==> config.mk <==
export PLATFORM = sky130hd
export DESIGN_NAME = reset_sequencer
export DESIGN_NICKNAME = d
export VERILOG_FILES = /design/src/rtl/reset_sequencer.sv
export SDC_FILE = /design/constraint.sdc
export NUM_CORES = 1
export LEC_CHECK = 0
export ABC_AREA = 1
export CAP_MARGIN = 20
export CORE_MARGIN = 3
export CORE_UTILIZATION = 40
export CTS_BUF_LIST = sky130_fd_sc_hd__clkbuf_4
export CTS_CLUSTER_DIAMETER = 120
export DETAILED_ROUTE_END_ITERATION = 7
export PLACE_DENSITY = 0.74
export SLEW_MARGIN = 30
export SYNTH_ARGS = -nofsm -noshare
export SYNTH_HDL_FRONTEND = slang
export SYNTH_SLANG_ARGS = --single-unit
==> constraint.sdc <==
create_clock -name clk_in -period 1.3 [get_ports clk_in]
set_clock_uncertainty 0.05 [all_clocks]
set_input_delay 0.13 -clock clk_in [delete_from_list [all_inputs] [get_ports clk_in]]
set_output_delay 0.13 -clock clk_in [all_outputs]
set_load 0.005 [all_outputs]
==> src/rtl/reset_sequencer.sv <==
// Sequenced release of a bank of subsystem resets after the startup reset request falls.
// Stages leave reset in ascending order, STAGE_DELAY cycles apart; any new request re-asserts all.
module reset_sequencer #(
    parameter int NUM_STAGES    = 3,
    parameter int STAGE_DELAY   = 8,
    parameter int COUNTER_WIDTH = 4,
    parameter int INDEX_WIDTH   = 2
) (
    input  logic                   clk_in,
    input  logic                   reset,
    input  logic                   trigger_in,
    output logic [NUM_STAGES-1:0]  stage_reset,
    output logic [INDEX_WIDTH-1:0] released_count,
    output logic                   done
);

    typedef enum logic [1:0] {
        ARM,
        HOLD,
        RELEASE,
        DONE
    } state_t;

    localparam logic [COUNTER_WIDTH-1:0] LAST_TICK  = COUNTER_WIDTH'(STAGE_DELAY - 1);
    localparam logic [INDEX_WIDTH-1:0]   LAST_INDEX = INDEX_WIDTH'(NUM_STAGES - 1);

    state_t                   state;
    state_t                   state_next;
    logic [COUNTER_WIDTH-1:0] counter;
    logic [COUNTER_WIDTH-1:0] counter_next;
    logic [NUM_STAGES-1:0]    stage_next;
    logic [INDEX_WIDTH-1:0]   count_next;
    logic                     done_next;

    always_ff @(posedge clk_in) begin
        if (!reset) begin
            state          <= ARM;
            stage_reset    <= '1;
            released_count <= '0;
            done           <= 1'b0;
            counter        <= '0;
        end else begin
            state          <= state_next;
            stage_reset    <= stage_next;
            released_count <= count_next;
            done           <= done_next;
            counter        <= counter_next;
        end
    end

    always_comb begin
        state_next   = state;
        stage_next   = stage_reset;
        count_next   = released_count;
        done_next    = done;
        counter_next = counter;

        case (state)
            ARM: begin
                stage_next   = '1;
                count_next   = '0;
                done_next    = 1'b0;
                counter_next = '0;
                if (trigger_in) begin
                    state_next = HOLD;
                end
            end

            HOLD: begin
                stage_next   = '1;
                count_next   = '0;
                done_next    = 1'b0;
                counter_next = '0;
                if (!trigger_in) begin
                    state_next = RELEASE;
                end
            end

            RELEASE: begin
                // A request on the same edge as a due release wins; nothing deasserts.
                if (trigger_in) begin
                    state_next   = HOLD;
                    stage_next   = '1;
                    count_next   = '0;
                    done_next    = 1'b0;
                    counter_next = '0;
                end else if (counter == LAST_TICK) begin
                    stage_next   = stage_reset << 1;
                    count_next   = released_count + INDEX_WIDTH'(1);
                    counter_next = '0;
                    if (released_count == LAST_INDEX) begin
                        done_next  = 1'b1;
                        state_next = DONE;
                    end
                end else begin
                    counter_next = counter + COUNTER_WIDTH'(1);
                end
            end

            DONE: begin
                if (trigger_in) begin
                    state_next   = HOLD;
                    stage_next   = '1;
                    count_next   = '0;
                    done_next    = 1'b0;
                    counter_next = '0;
                end
            end

            default: begin
                state_next = ARM;
            end
        endcase
    end

endmodule

==> images/flops_by_reg.png <==
The bar under the picture is 10 um long. Other sequential cells in the stronger grey, the rest of the logic in the fainter grey.
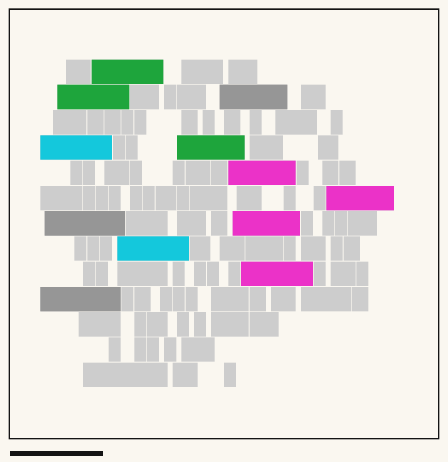
Cyan marks `released_count`, sequential cells 2. Magenta marks `counter`, sequential cells 4, where centre. Green marks `stage_reset`, sequential cells 3.
Another 3 sequential cells are not coloured.
fin util: 61.6%
Sequential Power: 0.513 mW
FF/Latch Area: 254 sq um
sequential share of cell area: 29.5%

==> images/detail.png <==
The bar under the picture is 5 um long. Window x 13 to 33, y 22 to 42 um. Cells in grey, sequential cells in the stronger grey; small squares are vias.
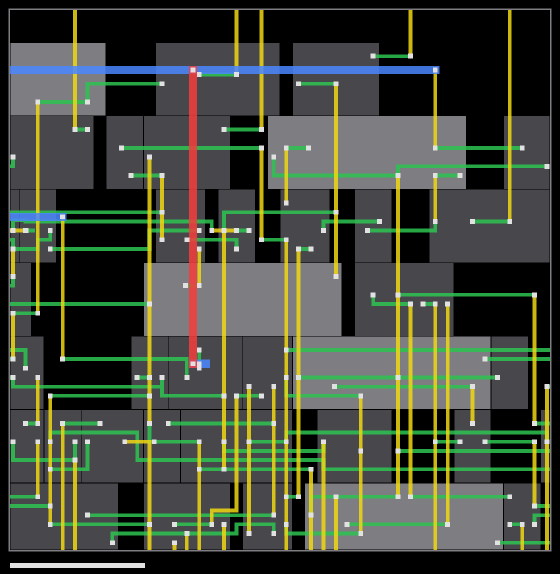
Yellow marks metal 2. Green marks metal 1. Red marks metal 4. Blue marks metal 3.
Most frequent: nor2_1 (5), dfxtp_1 (4). Sequential cells in the window: 4. 34 logic cells have their middle in the window. Netlist names of flops here include `counter` (2).

==> images/logic_types.png <==
The bar under the picture is 10 um long.
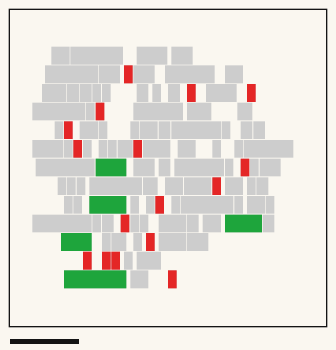
Red marks inv cells, cells 16, most used inv_1. Green marks fa/ha/maj cells, cells 5.
fin cells: 123
fraction of area in multi-input gates: 43.4%

==> images/wires.png <==
The bar under the picture is 10 um long.
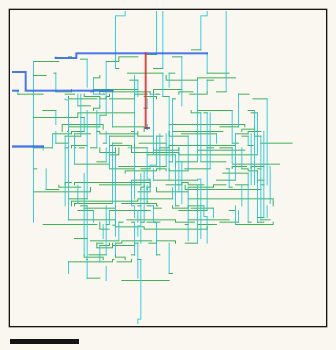
Green marks metal 1, wire length 638 um. Cyan marks metal 2, wire length 617 um. Red marks metal 4, wire length 10.9 um. Blue marks metal 3, wire length 45.3 um.

==> results.txt <==
impl run done, here's what came out: status=finished clean, non-clk buf share=14.9%, family with the most delay on the worst path=flip-flops, layout filler cell count=128, Late-Pin Clk Latency=0.27 ns, number of enable flip-flop cells=0, logic area=374 sq um, Layout Nets=117, Max FO, Critical Path=4, ys flop type=dfxtp_1, clock-net power=0.236 mW, critical path class=flop to flop, Largest Register=counter, most frequent cells in the layout=17 x nand2_1, 15 x nor2_1, 12 x inv_1, CLK BUF=3, worst r2r src=state[0], yosys stat area=643 sq um, Avg Cell Area, Syn=7.15 sq um, Simple-Gate Fraction of Synth Area=35.8%, Seq/Total Area, Yosys=37.4%, synthesized cell area=643 sq um, met1 Usage GRT=19.8%, Tmin final=1.27 ns, Cell Type Count=20, met3 routed WL=45 um, CP startpoint=state[0], Yosys reg bits=12, area fraction in compound gates=6.42%, GP Congestion=0.815, Non-Filler Cell Area, Final=862 sq um, wire length on met2=616 um, Top Metal Used=met4, fraction of registers with async set/reset=0%, worst setup path endpoint=stage_reset[0], Residual DRC=0, vias in the first global route=547, Psw=0.519 mW, CTS max path bufs=2, row count=13, most numerous logic cell after layout=nand2_1, slowest cell on the critical path=dfxtp_4, Internal Pwr Total=0.840 mW, clk root buf=clkbuf_4, grt total ovfl=0, most used cell, CP=inv_1, Rel. slew slack=81.6%, grt met3 use=7.03%, Post-synth top cells=18 x nand2_1, 16 x nor2_1, 14 x inv_1, flop count=12, Starting DRT DRC Count=8, RSZ-0062 raised after global routing=yes, M1 wire length=638 um, dpl ws=-0.129 ns, combinational share of power=44.9%, initial antenna violation count=0, CORE AREA=1400 sq um, LEAKAGE=0.415 nW, DR vias/cell=4.69, worst hold path type=flop to flop, chip area=2120 sq um, Port Buffers=8, comb_multi_in=62, Ant. Diodes=0, CTS Hold Bufs=0, fa+ha+maj area frac=9.73%, antenna-violating nets left=0, CP Capture Type=flop, Hold WS=0.396 ns, Cells after Synth=90, reg-to-reg critical path endpoint=stage_reset[0], GRT Overall Usage=15.1%, Setup TNS Final=0 ns, XOR/XNOR Fraction of Synth Area=1.36%, final setup violation count=0, bufs w/o clock=14, yosys cell count=90, Multiplexer share=0%, pins over their slew limit=0, CTS clk-pin slew, worst paths=0.07 ns, Crit. path cell count=6, Pwr top=combinational cells, MaxCap Viol Count=0, reg2reg path depth=6, Clk pwr share=17.4%, Slew @ Worst Pin=0.275 ns, first-pass GRT wire length=2290 um, post-DP HPWL=980 um, Yosys top cell by area=dfxtp_1, DP Cell Count=117, drt wl/cell=10.7 um, share of post-route cells with drive strength above 1=30.6%, met2 usage=22.5%, crit path cell chain=ha_1 -> inv_1 -> nor2_4 -> o21ai_2 -> inv_1 -> o21ai_1, Post-CTS Setup Bufs=1, clock buffer count from CTS=3, Well-Tap Cells=15, Top Ports=9, htree depth=1, maximum number of pins on one net before global-route repair=8, Req. time, crit path=1.46 ns, worst vdd ir=0.801 mV, die width=46.1 um, CP Buf/Inv Count=2, Area Growth Syn to Fin=34.0%, Clock-cell share=3.05%, CTS tree=yes, post_cts resized=10, Largest register FFs=4, Init Core Util=46.0%, CTS Sinks=12, Die Height=46.1 um, f_max=0.785 GHz, reg-to-reg slack, setup=0.03 ns, Logic power comb=0.610 mW, syn_nets=98, Flop pwr share=37.7%, placed cell area=772 sq um, top cells by area=dfxtp_1 37%, nand2_1 11%, ha_1 9.7%, Worst Setup Start Kind=flop, Yosys Warn Count=0, Top-area cell share=37.4%, Top logic family=simple AND/OR/NAND/NOR gates, Top Registers=counter (4), stage_reset (3)
Power figures rest on the tool's default switching activity, not on a simulated workload.
